power_grid.png
(2 px per um) Pins as bars on the die edge.
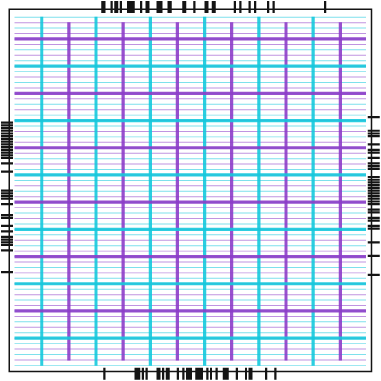
clk_routes.png
(3 px per um)
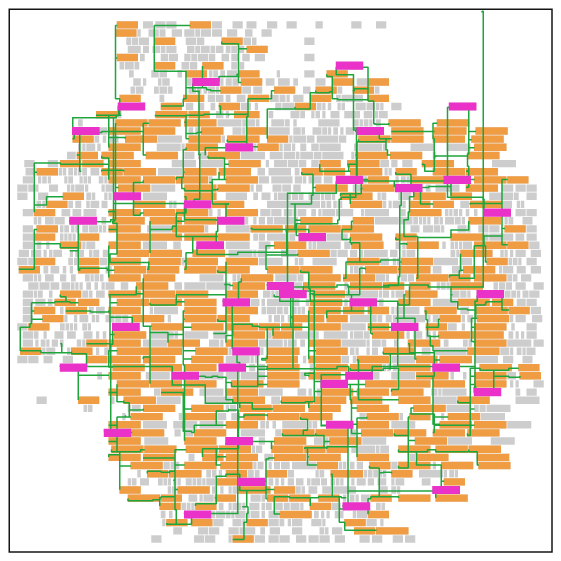
$ cat config.mk
export PLATFORM = sky130hd
export DESIGN_NAME = soc_trace
export DESIGN_NICKNAME = d
export VERILOG_FILES = /design/src/rtl/soc_trace_pkg.sv /design/src/rtl/trace_fifo.sv /design/src/rtl/soc_trace.sv
export SDC_FILE = /design/constraint.sdc
export NUM_CORES = 1
export LEC_CHECK = 0
export CAP_MARGIN = 20
export CORE_MARGIN = 2
export CORE_UTILIZATION = 53
export DETAILED_ROUTE_END_ITERATION = 10
export PLACE_DENSITY = 0.87
export REMOVE_ABC_BUFFERS = 1
export SYNTH_ARGS = -nofsm -noshare
export SYNTH_HDL_FRONTEND = slang
export SYNTH_SLANG_ARGS = --single-unit
$ cat constraint.sdc
create_clock -name clk -period 3.93 [get_ports clk]
set_input_delay 0.393 -clock clk [delete_from_list [all_inputs] [get_ports clk]]
set_output_delay 0.393 -clock clk [all_outputs]
set_load 0.005 [all_outputs]
$ cat src/rtl/soc_trace_pkg.sv
// Shared types and constants for the SoC trace capture block.
// Records are 72 bits: tag byte, word A, word B, serialized MSB-first as 9 bytes.
package soc_trace_pkg;

    localparam int         REC_W       = 72;
    localparam int         NBYTES      = 9;
    localparam logic [7:0] TAG_MEM_DEF = 8'hA5;
    localparam logic [7:0] TAG_EXC_DEF = 8'hE0;

    typedef enum logic {
        ST_IDLE,
        ST_SEND
    } state_t;

    typedef logic [REC_W-1:0] rec_t;

    // Byte idx of a record, counting from the tag byte at idx 0.
    function automatic logic [7:0] rec_byte(input rec_t rec, input logic [3:0] idx);
        rec_t sh;
        sh = rec << {idx, 3'b000};
        return sh[REC_W-1 -: 8];
    endfunction

endpackage

$ cat src/rtl/trace_fifo.sv
// Synchronous record FIFO, DEPTH entries, registered pointers, head visible combinationally.
// Latency: push visible at head next cycle; push into a full FIFO is accepted only alongside a pop.
module trace_fifo #(
    parameter int W     = 72,
    parameter int DEPTH = 4
) (
    input  logic                     clk,
    input  logic                     reset,
    input  logic                     i_push,
    input  logic [W-1:0]             i_push_dat,
    input  logic                     i_pop,
    output logic [W-1:0]             o_head_dat,
    output logic                     o_full,
    output logic                     o_empty,
    output logic [$clog2(DEPTH):0]   o_cnt
);

    localparam int AW = $clog2(DEPTH);

    logic [W-1:0] r_mem [DEPTH];
    logic [AW:0]  r_wr_ptr;
    logic [AW:0]  r_rd_ptr;
    logic         w_push_ok;
    logic         w_pop_ok;

    assign o_cnt      = r_wr_ptr - r_rd_ptr;
    assign o_full     = (o_cnt == (AW+1)'(DEPTH));
    assign o_empty    = (o_cnt == '0);
    assign o_head_dat = r_mem[r_rd_ptr[AW-1:0]];
    assign w_pop_ok   = i_pop && !o_empty;
    assign w_push_ok  = i_push && (!o_full || w_pop_ok);

    always_ff @(posedge clk) begin
        if (reset) begin
            r_wr_ptr <= '0;
            r_rd_ptr <= '0;
        end else begin
            if (w_push_ok) r_wr_ptr <= r_wr_ptr + 1'b1;
            if (w_pop_ok)  r_rd_ptr <= r_rd_ptr + 1'b1;
        end
    end

    always_ff @(posedge clk) begin
        if (!reset && w_push_ok) r_mem[r_wr_ptr[AW-1:0]] <= i_push_dat;
    end

endmodule

$ cat src/rtl/soc_trace.sv
// Captures RAM-bus and CP0 exception-vector changes as 9-byte records, streamed over valid/ready.
// First byte valid the cycle after capture; tx_ready low stalls the byte, a full FIFO drops new records.
module soc_trace
    import soc_trace_pkg::*;
#(
    parameter int         DEPTH   = 4,
    parameter logic [7:0] TAG_MEM = TAG_MEM_DEF,
    parameter logic [7:0] TAG_EXC = TAG_EXC_DEF
) (
    input  logic        clk,
    input  logic        reset,
    input  logic        cap_en,
    input  logic [31:0] ram_addr,
    input  logic [31:0] ram_data,
    input  logic [31:0] cp0_exc_addr,
    output logic        tx_valid,
    input  logic        tx_ready,
    output logic [7:0]  tx_data,
    output logic        overflow,
    output logic [15:0] dropped_cnt
);

    localparam int         AW       = $clog2(DEPTH);
    localparam logic [3:0] LAST_IDX = 4'(NBYTES - 1);

    logic [31:0] r_last_addr;
    logic [31:0] r_last_data;
    logic [31:0] r_last_exc;
    logic        r_overflow;
    logic [15:0] r_dropped;
    state_t      r_state;
    state_t      w_state_nxt;
    logic [3:0]  r_idx;
    logic [3:0]  w_idx_nxt;

    logic        w_exc_chg;
    logic        w_mem_chg;
    logic        w_push;
    logic        w_push_acc;
    logic        w_pop;
    logic        w_drop;
    logic        w_full;
    logic        w_empty;
    logic        w_nonempty_nxt;
    logic [AW:0] w_cnt;
    rec_t        w_rec;
    rec_t        w_head;

    // Exception changes take priority; a pending memory change is retried next cycle.
    assign w_exc_chg  = cap_en && (cp0_exc_addr != r_last_exc);
    assign w_mem_chg  = cap_en && !w_exc_chg && ({ram_addr, ram_data} != {r_last_addr, r_last_data});
    assign w_push     = w_exc_chg || w_mem_chg;
    assign w_rec      = w_exc_chg ? {TAG_EXC, cp0_exc_addr, 32'h0} : {TAG_MEM, ram_addr, ram_data};
    assign w_pop      = (r_state == ST_SEND) && tx_ready && (r_idx == LAST_IDX);
    assign w_push_acc = w_push && (!w_full || w_pop);
    assign w_drop     = w_push && !w_push_acc;
    assign w_nonempty_nxt = w_push_acc || (w_cnt > (AW+1)'(1)) ||
                            ((w_cnt == (AW+1)'(1)) && !w_pop);

    trace_fifo #(
        .W     (REC_W),
        .DEPTH (DEPTH)
    ) u_fifo (
        .clk        (clk),
        .reset      (reset),
        .i_push     (w_push),
        .i_push_dat (w_rec),
        .i_pop      (w_pop),
        .o_head_dat (w_head),
        .o_full     (w_full),
        .o_empty    (w_empty),
        .o_cnt      (w_cnt)
    );

    always_ff @(posedge clk) begin
        if (reset) begin
            r_last_addr <= '0;
            r_last_data <= '0;
            r_last_exc  <= '0;
            r_overflow  <= 1'b0;
            r_dropped   <= '0;
        end else begin
            if (w_exc_chg) begin
                r_last_exc <= cp0_exc_addr;
            end else if (w_mem_chg) begin
                r_last_addr <= ram_addr;
                r_last_data <= ram_data;
            end
            if (w_drop) begin
                r_overflow <= 1'b1;
                if (r_dropped != 16'hFFFF) r_dropped <= r_dropped + 16'd1;
            end
        end
    end

    always_ff @(posedge clk) begin
        if (reset) begin
            r_state <= ST_IDLE;
            r_idx   <= '0;
        end else begin
            r_state <= w_state_nxt;
            r_idx   <= w_idx_nxt;
        end
    end

    always_comb begin
        w_state_nxt = r_state;
        w_idx_nxt   = r_idx;
        tx_valid    = 1'b0;
        tx_data     = 8'h00;
        case (r_state)
            ST_IDLE: begin
                // Enter SEND on the push edge so the tag byte is valid the very next cycle.
                if (!w_empty || w_push_acc) begin
                    w_state_nxt = ST_SEND;
                    w_idx_nxt   = '0;
                end
            end
            ST_SEND: begin
                tx_valid = 1'b1;
                tx_data  = rec_byte(w_head, r_idx);
                if (tx_ready) begin
                    if (r_idx == LAST_IDX) begin
                        w_idx_nxt   = '0;
                        w_state_nxt = w_nonempty_nxt ? ST_SEND : ST_IDLE;
                    end else begin
                        w_idx_nxt = r_idx + 4'd1;
                    end
                end
            end
            default: w_state_nxt = ST_IDLE;
        endcase
    end

    assign overflow    = r_overflow;
    assign dropped_cnt = r_dropped;

endmodule
==> out/metrics.yaml <==
timing:
  hold_ws_ns: 0.430
  max_slew_margin: 0.424
  period_needed_ns: 3.78
  hold_viol_final: 0
  worstMarginPinSlew_ns: 0.864
  drv_slew: 0
  worst_slack_ns: 0.145
  fmax_mhz: 264
  finalSetupTns_ns: 0
layout:
  stdcell_count: 1793
  design_area_um2: 19500
  largest_reg_flops: 264
  area_growth_pct: 18.5
  layout-drive-gt1-share: 0.132
  diodes: 0
  nets: 1476
pwr:
  pg_clk_mw: 3.72
  seq_power_share: 0.512
  switching_share: 0.217
  power_frac_comb: 0.068
  p_clk_frac: 0.420
  power_density_nw_per_um2: 453
  p_leak_nw: 6.35
  top_power_group: "sequential cells"
  pg_comb_uw: 601
  p_switching_mw: 1.92
setup_path:
  path_cells: "buf_4, mux4_2, mux4_2, o21ai_0, o22ai_1, clkdlybuf4s50_1"
  cp-end-kind: "primary output"
  cp-endpoint: "tx_data[2]"
  ff2ff_path_depth: 9
  critical_path.most_common_cell: "mux4_2"
  slowest_stage: "mux4_2"
  worstPathMaxFanout: 14
  worstSetupStartpointType: "flop"
  worstSetupPathType: "flop to primary output"
  required_ns: 3.54
  rrSetupSlack_ns: 0.69
  r2r-start: "r_idx[1]"
global_routing:
  grt_overflow: 0
  antenna_found_initial: 0
  grt_max_degree: 76
  grt_first_pass_wirelength_um: 64300
  grt_pass1_vias: 11000
  grt_usage: 0.257
placement:
  dp_hpwl_um: 26800
  gp_congestion: 0.825
  place_inst: 1721
  pre_cts_ws_ns: 0.304
  placedInstanceArea_um2: 18300
  io_buffers: 125
worst_hold_path:
  hold_depth: 2
  hold_path_end: "u_fifo.r_rd_ptr[2]"
  hold_class: "primary input to flop"
  min-delay-start: "reset"
cts:
  cts_hold_buf: 0
  ctsLongestPathBuffers: 3
  clk_root_buffer_cell: "clkbuf_16"
  post_cts_resized: 0
  cts.sinks: 390
  clock_latency_ns: 0.54
  post-cts-setup-buffer-count: 0
  clk_pin_slew_ns: 0.06
  cts_buffers: 39
  cts_tree: "yes"
synth:
  edf_count: 264
  ys_cells: 1241
  most_common_cell: "nand2_1"
  syn_inst: 1241
  syn_avg_cell_area_um2: 13.3
  top_cell_area_share: 0.481
  ys.flops: 390
  top_cells_by_count: "nand2_1, edfxtp_1, dfxtp_1"
  top_cells_by_area: "edfxtp_1, dfxtp_1, mux4_2"
  ys_seq_frac: 0.634
  synthFlopType: "edfxtp_1"
  top_area_cell: "edfxtp_1"
  synthDistinctLibCells: 57
routing:
  drt_iter0_drc: 1209
  postRouteAntennaNets: 0
  drcViolationCount: 0
  vias: 11000
  wl_per_cell_um: 23.7
job:
  warnings: 29
  cap_violations: 0
die:
  fp-row-count: 64
  ios: 126
  fp_util: 0.539
  chip_area_um2: 32500
outcome:
  status: "finished clean"
Notes on power_grid.png above:
Key: cyan = VSS; purple = VDD
The core has 64 rows. 126 signal pins sit on the boundary. 12 straps on met4.
Core ar.: 30600 um^2
Die Wd: 180 um
VDD IR max: 0.325 mV
die height: 180 um

Notes on clk_routes.png above:
Key: orange = flip-flops [count 390]; magenta = clock drivers [count 39]; green = clock wires [length 4220 um]
There are 40 routed clock nets. Position of the flops: widely spread.

[critical path, delay by kind of cell, from the launching register on]
family / cells / cell delay [ns]
multiplexers: 2 / 1.09
buffers and inverters: 2 / 0.86
flip-flops: 1 / 0.52
AND-OR/OR-AND: 2 / 0.38
[area by class of cell]
class,count,area [um^2]
clock buffer,54,1070
clock inverter,18,200
fill,2097,11000
inverter,23,91.3
multi-input combinational,760,5630
sequential,390,10500
tap,396,495
timing repair buffer,152,1600
[per-layer routing]
metal / GRT usage / up-vias / part of all wire
li1: - / 4805 / -
met2: 0.429 / 671 / 0.49
met3: 0.0487 / 124 / 0.094
met4: 0.107 / 0 / 0.042
met1: 0.334 / 5413 / 0.37
met5: 0 / - / 0
[cells in the final DEF, fill, tap and decap left out, types with 6 or more instances in the layout]
| master | count |
|---|---|
| nand2_1 | 266 |
| edfxtp_1 | 264 |
| dfxtp_1 | 124 |
| clkdlybuf4s50_1 | 124 |
| a21oi_1 | 116 |
| xnor2_1 | 98 |
| mux4_2 | 75 |
| clkbuf_16 | 40 |
| and2_1 | 34 |
| nand4_1 | 31 |
| inv_1 | 20 |
| buf_4 | 16 |
| o31ai_1 | 13 |
| o21ai_0 | 12 |
| or4_1 | 12 |
| clkbuf_1 | 12 |
| buf_12 | 12 |
| nor2_1 | 11 |
| nand3_1 | 10 |
| ha_1 | 9 |
| clkinv_1 | 7 |
| o22ai_1 | 7 |
| mux2i_1 | 6 |
[logic make-up (layout without fill, tap and decap cells)]
kind of cell    after synthesis  in the layout  synth area share
flops                       390            390             0.634
compound gates              167            167            0.0584
fa+ha+maj                    10             10           0.00804
xor+xnor                    100            100            0.0531
mux                          86             86             0.109
buf+inv                      91            247            0.0260
simple gates                397            397             0.111
No activity file was given, so power comes from the tool's default toggle rates.
